Run 1, placement density heat map:
The die is cut into 16 by 16 equal tiles; white is low, dark blue is high, 0 to 100% covered.
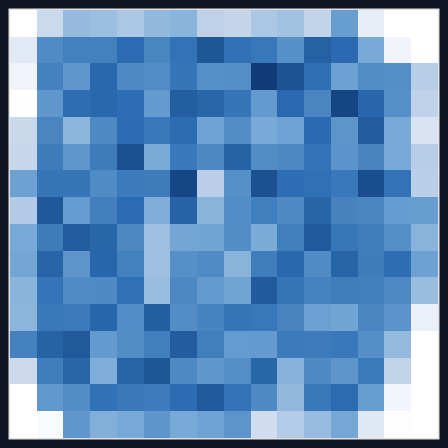
Run 1, routing congestion map:
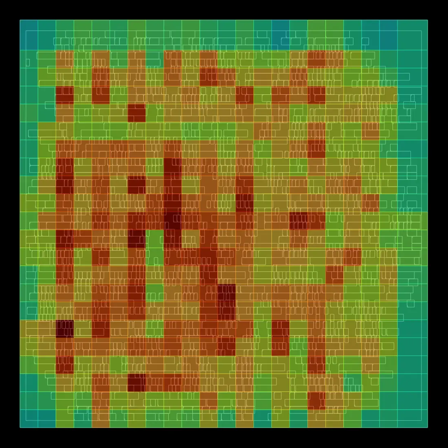
Run 1, selected gate families:
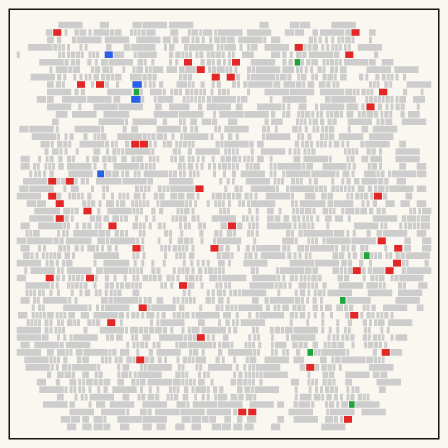
--- src/rtl/alm_bank.sv ---
// Multi-channel 12-hour BCD alarm unit: per-channel ring/snooze/stop sequencing,
// in-place edit buffer with field blinking, alarm LED code and display digits.
//
//  state      | meaning
//  -----------+-------------------------------------------------------------
//  ST_OFF     | channel disabled, no compare
//  ST_ARMED   | enabled, waiting for a time match at second 00
//  ST_RINGING | ringing, ring_cnt counts down seconds to auto-stop
//  ST_SNOOZE  | snoozed, snz_cnt counts down seconds until ringing resumes
module alm_bank #(
    parameter int NUM_ALARMS = 4,
    parameter int RING_SEC   = 60,
    parameter int SNOOZE_MIN = 5,
    parameter int SNOOZE_MAX = 3,
    localparam int CH_W      = (NUM_ALARMS > 1) ? $clog2(NUM_ALARMS) : 1
) (
    input  logic                  clk,
    input  logic                  rst,
    input  logic                  tick_1hz,
    input  logic                  blink_clk,
    input  logic [3:0]            cur_sec01,
    input  logic [3:0]            cur_sec10,
    input  logic [3:0]            cur_min01,
    input  logic [3:0]            cur_min10,
    input  logic [3:0]            cur_hou01,
    input  logic [3:0]            cur_hou10,
    input  logic                  cur_ampm,
    input  logic [NUM_ALARMS-1:0] en_sw,
    input  logic [CH_W-1:0]       sel,
    input  logic                  setting_toggle,
    input  logic [1:0]            tap_out,
    input  logic                  button_inc,
    input  logic                  button_set,
    input  logic                  button_snooze,
    input  logic                  button_stop,
    output logic [3:0]            blink_min01,
    output logic [3:0]            blink_min10,
    output logic [3:0]            blink_hou01,
    output logic [3:0]            blink_hou10,
    output logic                  blink_ampm,
    output logic [NUM_ALARMS-1:0] ringing,
    output logic [3:0]            LED_alm
);

    typedef enum logic [1:0] {ST_OFF, ST_ARMED, ST_RINGING, ST_SNOOZE} state_t;

    typedef struct packed {
        logic [3:0] h10;
        logic [3:0] h01;
        logic [3:0] m10;
        logic [3:0] m01;
        logic       pm;
    } tod_t;

    localparam tod_t       TOD_RST  = '{h10: 4'd1, h01: 4'd2, m10: 4'd0, m01: 4'd0, pm: 1'b0};
    localparam logic [7:0] RING_LD  = 8'(RING_SEC);
    localparam logic [9:0] SNZ_LD   = 10'(SNOOZE_MIN * 60);
    localparam logic [3:0] USED_MAX = 4'(SNOOZE_MAX);

    state_t     st       [NUM_ALARMS];
    state_t     st_nxt   [NUM_ALARMS];
    logic [7:0] ring_cnt [NUM_ALARMS];
    logic [7:0] ring_nxt [NUM_ALARMS];
    logic [9:0] snz_cnt  [NUM_ALARMS];
    logic [9:0] snz_nxt  [NUM_ALARMS];
    logic [3:0] snz_used [NUM_ALARMS];
    logic [3:0] used_nxt [NUM_ALARMS];
    tod_t       al_t     [NUM_ALARMS];
    tod_t       al_nxt   [NUM_ALARMS];

    tod_t                  edit_q, edit_nxt, disp;
    logic [CH_W-1:0]       sel_q, sel_eff;
    logic                  setting_q;
    logic                  load, do_set, sec_zero;
    logic [NUM_ALARMS-1:0] set_hit, match, ring_nxt_v, snz_nxt_v;
    logic [3:0]            led_nxt;

    // Out-of-range selections keep the last valid channel in place.
    assign sel_eff  = (int'(sel) < NUM_ALARMS) ? sel : sel_q;
    assign load     = setting_toggle && (!setting_q || (sel_eff != sel_q));
    assign do_set   = setting_toggle && button_set;
    assign sec_zero = (cur_sec01 == 4'd0) && (cur_sec10 == 4'd0);

    always_comb begin
        for (int i = 0; i < NUM_ALARMS; i++) begin
            set_hit[i] = do_set && (sel_eff == CH_W'(i));
            match[i]   = tick_1hz && sec_zero &&
                         (cur_min01 == al_t[i].m01) && (cur_min10 == al_t[i].m10) &&
                         (cur_hou01 == al_t[i].h01) && (cur_hou10 == al_t[i].h10) &&
                         (cur_ampm  == al_t[i].pm);
        end
    end

    always_comb begin
        for (int i = 0; i < NUM_ALARMS; i++) begin
            st_nxt[i]   = st[i];
            ring_nxt[i] = ring_cnt[i];
            snz_nxt[i]  = snz_cnt[i];
            used_nxt[i] = snz_used[i];
            al_nxt[i]   = set_hit[i] ? edit_q : al_t[i];

            if (!en_sw[i]) begin
                st_nxt[i]   = ST_OFF;
                ring_nxt[i] = 8'd0;
                snz_nxt[i]  = 10'd0;
                used_nxt[i] = 4'd0;
            end else if (set_hit[i]) begin
                st_nxt[i]   = ST_ARMED;
                ring_nxt[i] = 8'd0;
                snz_nxt[i]  = 10'd0;
                used_nxt[i] = 4'd0;
            end else if (button_stop && (st[i] == ST_RINGING || st[i] == ST_SNOOZE)) begin
                st_nxt[i]   = ST_ARMED;
                ring_nxt[i] = 8'd0;
                snz_nxt[i]  = 10'd0;
            end else if (button_snooze && st[i] == ST_RINGING) begin
                ring_nxt[i] = 8'd0;
                if (snz_used[i] < USED_MAX) begin
                    st_nxt[i]   = ST_SNOOZE;
                    snz_nxt[i]  = SNZ_LD;
                    used_nxt[i] = snz_used[i] + 4'd1;
                end else begin
                    st_nxt[i] = ST_ARMED;
                end
            end else begin
                case (st[i])
                    ST_OFF: st_nxt[i] = ST_ARMED;
                    ST_ARMED: begin
                        if (match[i]) begin
                            st_nxt[i]   = ST_RINGING;
                            ring_nxt[i] = RING_LD;
                            used_nxt[i] = 4'd0;
                        end
                    end
                    ST_RINGING: begin
                        if (tick_1hz) begin
                            if (ring_cnt[i] <= 8'd1) begin
                                st_nxt[i]   = ST_ARMED;
                                ring_nxt[i] = 8'd0;
                            end else begin
                                ring_nxt[i] = ring_cnt[i] - 8'd1;
                            end
                        end
                    end
                    default: begin
                        if (tick_1hz) begin
                            if (snz_cnt[i] <= 10'd1) begin
                                st_nxt[i]   = ST_RINGING;
                                ring_nxt[i] = RING_LD;
                                snz_nxt[i]  = 10'd0;
                            end else begin
                                snz_nxt[i] = snz_cnt[i] - 10'd1;
                            end
                        end
                    end
                endcase
            end

            ring_nxt_v[i] = (st_nxt[i] == ST_RINGING);
            snz_nxt_v[i]  = (st_nxt[i] == ST_SNOOZE);
        end
    end

    always_comb begin
        edit_nxt = edit_q;
        if (load) begin
            edit_nxt = al_t[sel_eff];
        end else if (setting_toggle && button_inc) begin
            case (tap_out)
                2'd0: begin
                    if (edit_q.m01 == 4'd9) begin
                        edit_nxt.m01 = 4'd0;
                        edit_nxt.m10 = (edit_q.m10 == 4'd5) ? 4'd0 : edit_q.m10 + 4'd1;
                    end else begin
                        edit_nxt.m01 = edit_q.m01 + 4'd1;
                    end
                end
                2'd1: begin
                    if (edit_q.h10 == 4'd1 && edit_q.h01 == 4'd2) begin
                        edit_nxt.h10 = 4'd0;
                        edit_nxt.h01 = 4'd1;
                    end else if (edit_q.h01 == 4'd9) begin
                        edit_nxt.h10 = 4'd1;
                        edit_nxt.h01 = 4'd0;
                    end else begin
                        edit_nxt.h01 = edit_q.h01 + 4'd1;
                    end
                end
                2'd2:    edit_nxt.pm = ~edit_q.pm;
                default: ;
            endcase
        end
    end

    // Display follows next-state values so every output lags its cause by one clk.
    always_comb begin
        disp = setting_toggle ? edit_nxt : al_nxt[sel_eff];
        if (setting_toggle && blink_clk) begin
            case (tap_out)
                2'd0: begin
                    disp.m01 = 4'hF;
                    disp.m10 = 4'hF;
                end
                2'd1: begin
                    disp.h01 = 4'hF;
                    disp.h10 = 4'hF;
                end
                2'd2:    disp.pm = 1'b0;
                default: ;
            endcase
        end
        led_nxt = (|ring_nxt_v) ? 4'd9 : ((|snz_nxt_v) ? 4'd5 : 4'd0);
    end

    always_ff @(posedge clk or posedge rst) begin
        if (rst) begin
            for (int i = 0; i < NUM_ALARMS; i++) begin
                st[i]       <= ST_OFF;
                ring_cnt[i] <= 8'd0;
                snz_cnt[i]  <= 10'd0;
                snz_used[i] <= 4'd0;
                al_t[i]     <= TOD_RST;
            end
            edit_q      <= TOD_RST;
            sel_q       <= '0;
            setting_q   <= 1'b0;
            blink_min01 <= TOD_RST.m01;
            blink_min10 <= TOD_RST.m10;
            blink_hou01 <= TOD_RST.h01;
            blink_hou10 <= TOD_RST.h10;
            blink_ampm  <= 1'b0;
            ringing     <= '0;
            LED_alm     <= 4'd0;
        end else begin
            for (int i = 0; i < NUM_ALARMS; i++) begin
                st[i]       <= st_nxt[i];
                ring_cnt[i] <= ring_nxt[i];
                snz_cnt[i]  <= snz_nxt[i];
                snz_used[i] <= used_nxt[i];
                al_t[i]     <= al_nxt[i];
            end
            edit_q      <= edit_nxt;
            sel_q       <= sel_eff;
            setting_q   <= setting_toggle;
            blink_min01 <= disp.m01;
            blink_min10 <= disp.m10;
            blink_hou01 <= disp.h01;
            blink_hou10 <= disp.h10;
            blink_ampm  <= disp.pm;
            ringing     <= ring_nxt_v;
            LED_alm     <= led_nxt;
        end
    end

endmodule
--- config.mk ---
export PLATFORM = sky130hd
export DESIGN_NAME = alm_bank
export DESIGN_NICKNAME = d
export VERILOG_FILES = /design/src/rtl/alm_bank.sv
export SDC_FILE = /design/constraint.sdc
export NUM_CORES = 1
export LEC_CHECK = 0
export ABC_AREA = 1
export CAP_MARGIN = 20
export CORE_MARGIN = 2
export CORE_UTILIZATION = 55
export CTS_BUF_LIST = sky130_fd_sc_hd__clkbuf_4
export DETAILED_ROUTE_END_ITERATION = 6
export PLACE_DENSITY = 0.74
export SYNTH_ARGS = -nofsm -noshare
export SYNTH_HDL_FRONTEND = slang
export SYNTH_SLANG_ARGS = --single-unit
--- constraint.sdc ---
create_clock -name clk -period 8.45 [get_ports clk]
set_clock_uncertainty 0.15 [all_clocks]
set_input_delay 1.69 -clock clk [delete_from_list [all_inputs] [get_ports clk]]
set_output_delay 1.69 -clock clk [all_outputs]
set_load 0.01 [all_outputs]
==> notes.org, run 1 <==
#+TITLE: Physical design notes

** Floorplanning
- Measured along the x axis, the die boundary spans 156 um.
- Site row count :: 55
- Floorplan die area :: 24500 um^2

** Worst setup path
- The worst setup path is launched from a primary input.
- CP max stage cell :: clkdlybuf4s50_1
- Top Family by Delay on Critical Path :: simple AND/OR/NAND/NOR gates
- Listed in order, past its start point the critical path passes clkdlybuf4s50_1 > nor2_2 > buf_4 > nand2_1 > buf_4 > nand3_1 > nor2_1 > nand2_1 > nand2_1 > inv_1 > nand3_1 > nand2_1 > a21oi_1.
- STA classifies the critical path endpoint as a flop.

** Hold path
- Hold analysis lists the worst path endpoint as snz_used[15].

** Outcome
- Result of the run :: finished clean

** Placement
- Detailed Place HPWL :: 24.8 mm
- Placed cell count :: 2098
- Before CTS, the worst setup slack after placement is 3.46 ns.
- Number of port buffers :: 65

** Logic synthesis
- Yosys mapped a number of flops with a built-in enable equal to 0.
- Count of unique library cells instantiated by Yosys :: 61
- Asr flop ratio synth :: 1.00

** Clock tree
- Setup repair bufs after CTS :: 0

** Final timing
- Timing-limited maximum frequency :: 0.230 GHz
- Tightest Pin Transition :: 1.05 ns

** Cells and area
- Number of nets at the end of the flow :: 1935

** Detailed routing
- For this run, the detailed router reports a per-instance via density of 5.55.

** Power
- Peak VDD IR :: 139 uV
## Picture notes: 'placement density heat map'
mean over tiles	57%
emptiest ninth of the die	lower right
fullest tile	96%
core region area: 22700 um^2
effective utilization at floorplan: 0.563
final core utilization: 0.635

## Picture notes: 'routing congestion map'
global routing usage on met2: 0.468
DR WL/cell: 15.9 um

## Picture notes: 'selected gate families'
color	family	cells	most used
blue	AND-OR and OR-AND gates	4	a32o_1
red	XOR/XNOR gates	45	xor2_1
green	AND and OR gates	6	or2_2

[run 1: area by class of cell]
class / count / area [um^2]
Sequential cell: 208 / 5220
Clock inverter: 16 / 88.8
Multi-Input combinational cell: 1251 / 6310
Antenna cell: 1 / 2.50
Fill cell: 2099 / 8290
Tap cell: 285 / 357
Clock buffer: 89 / 668
Timing Repair Buffer: 72 / 703
Inverter: 282 / 1070
[run 1: registers in the layout, summed over array words and instances (netlist names)]
name         cells
al_t            68
snz_cnt         40
ring_cnt        32
edit_q          17
snz_used        16
st               8
blink_hou01      4
blink_hou10      4
blink_min01      4
blink_min10      4
ringing          4
LED_alm          3
sel_q            2
blink_ampm       1
setting_q        1
[run 1: cells in the mapped netlist, types with 7 or more instances]
library cell  number  share of area
clkbuf_1          15         0.0044
a22oi_1            7         0.0041
o21ai_0          106          0.042
nor2_1           142          0.042
nand2_1          515           0.15
o21ai_2           10         0.0069
inv_2             24         0.0070
xor2_1            28          0.019
o31ai_1           13         0.0076
dfrtp_1          196           0.38
nor2_2            10         0.0049
xnor2_1           17          0.012
dfstp_2           12          0.025
ha_1              20          0.020
buf_2             13         0.0051
o22ai_1           40          0.020
inv_1            255          0.075
nor3_1            43          0.017
nand4_1           33          0.016
nand3_1           78          0.031
o21ai_1           49          0.019
a31oi_1           12         0.0059
nand2_2           16         0.0078
a21oi_1           43          0.017
[run 1: metal layers]
layer  vias up  wire, um  share of wire  GRT usage
met5         -         0              0          0
met4         0      1060          0.030      0.108
met3        93      2890          0.082     0.0548
met2       536     15800           0.45      0.468
met1      5606     15300           0.44      0.408
li1       5991         -              -          -
[run 1: power breakdown]
group | switching, mW | internal, mW
registers | 0.173 | 1.21
logic | 0.738 | 0.437
clock network | 0.438 | 0.507
==> run 2: changes to the inputs <==
clock period = 4.4 ns   (was 8.45 ns; I/O delays follow)
==> notes.org, run 2 <==
#+TITLE: Physical design notes

** Outcome
- The run finished with clean final reports.

** Worst setup path
- Setup crit end kind :: primary output
- The largest individual stage delay along the critical path comes from the cell clkdlybuf4s50_1.
- The cell family contributing the most delay on the critical path is buffers and inverters.

** Floorplanning
- The effective utilization at floorplan was 0.563 (unchanged).
- Floorplan die area :: 24500 um^2 (unchanged)
- The floorplan row count came to 55 (unchanged).
- Core region area :: 22700 um^2 (unchanged)

** Power
- Logic gate share of total power :: 0.340 (+0.005)
- The fraction of power spent switching nets was 0.389 (+0.00464).
- The internal power summed over all cells was 4.10 mW (+90%).
- The reported net switching power was 2.62 mW (+94%).
- The worst-case vdd ir drop is 285 uV (+100%).

** Detailed routing
- DR WL/cell :: 16.5 um (+3.7%)

** Placement
- Detailed Place HPWL :: 26.4 mm (+6.7%)

** Logic synthesis
- Cell types with the largest area share after synthesis :: dfrtp_1, nand2_1, inv_1, nor2_1, o21ai_0
- Count leader, synth :: nand2_1
- After synthesis, the most frequently instantiated cells are nand2_1, inv_1, dfrtp_1, nor2_1, o21ai_0.
- Count of unique library cells instantiated by Yosys :: 61 (unchanged)
- Asr flop ratio synth :: 1.00 (unchanged)

** Cells and area
- Top flop regs :: al_t x68, snz_cnt x40, ring_cnt x32
run 2: cells by family after synthesis:
kind of cell,after synthesis,share of synthesized area
XOR/XNOR,45,0.0308
adder cells (fa/ha/maj),20,0.0196
AND-OR/OR-AND,313,0.146
flip-flops,208,0.408
other,1,0.000293
buffers and inverters,320,0.0981
AND/OR/NAND/NOR,872,0.297
run 2: cell type report:
type	count	share of cell area
Multi-Input combinational cell	1251	0.435
Clock buffer	90	0.0465
Clock inverter	15	0.00414
Antenna cell	1	0.000172
Timing Repair Buffer	87	0.0570
Tap cell	285	0.0246
Sequential cell	208	0.360
Inverter	282	0.0735
run 2: per-layer routing:
layer	global-route usage	routed length, um
met1	0.427	15900
met2	0.474	16300
met3	0.0576	3120
met4	0.128	1290
met5	0	0
run 2: path summary, 6_finish.rpt:
kind / start / end / slack (ns) / depth (start not counted)
min reg2reg: edit_q[10] / al_t[10] / 0.33 / 2
max: blink_hou01[1] / blink_hou01[1] / 1.61 / 1
max in group asynchronous: rst / snz_cnt[9] / 2.68 / 3
min: edit_q[10] / al_t[10] / 0.33 / 2
min in group asynchronous: rst / snz_cnt[14] / 0.37 / 2
max reg2reg: snz_cnt[0] / ring_cnt[0] / 1.91 / 12
run 2: power by group through the flow:
| stage | Clock [mW] | Sequential (mW) | Combinational (mW) |
|---|---|---|---|
| after floorplan | 0 | 2.62 | 1.66 |
| after global placement | 0 | 2.68 | 2.21 |
| after detailed placement | 0 | 2.69 | 2.25 |
| after CTS | 1.80 | 2.66 | 2.26 |
| after global routing | 1.90 | 2.72 | 2.61 |
| final | 1.77 | 2.67 | 2.28 |
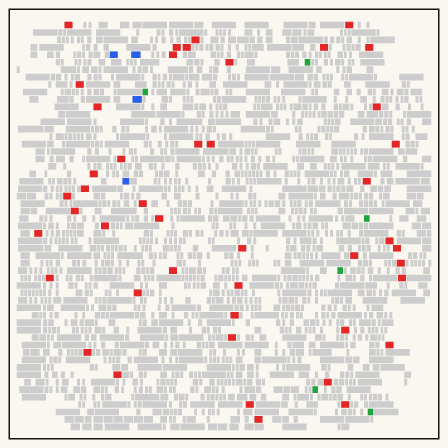
Run 2: selected gate families
color	family	cells	most used
blue	AND-OR and OR-AND gates	4	a32o_1
red	XOR/XNOR gates	45	xor2_1
green	AND and OR gates	6	or2_2
multi-input logic portion of the cell area: 0.435
most common library cell in the layout ignoring fill and taps: nand2_1

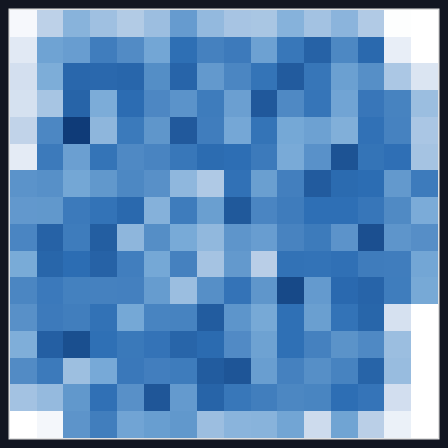
Run 2: placement density heat map
The die is cut into 16 by 16 equal tiles; white is low, dark blue is high, 0 to 100% covered.
mean over tiles	58%
nearly empty tiles	3.5%
tiles over 75% full	16%
fullest tile	95%

Power figures rest on the tool's default switching activity, not on a simulated workload.
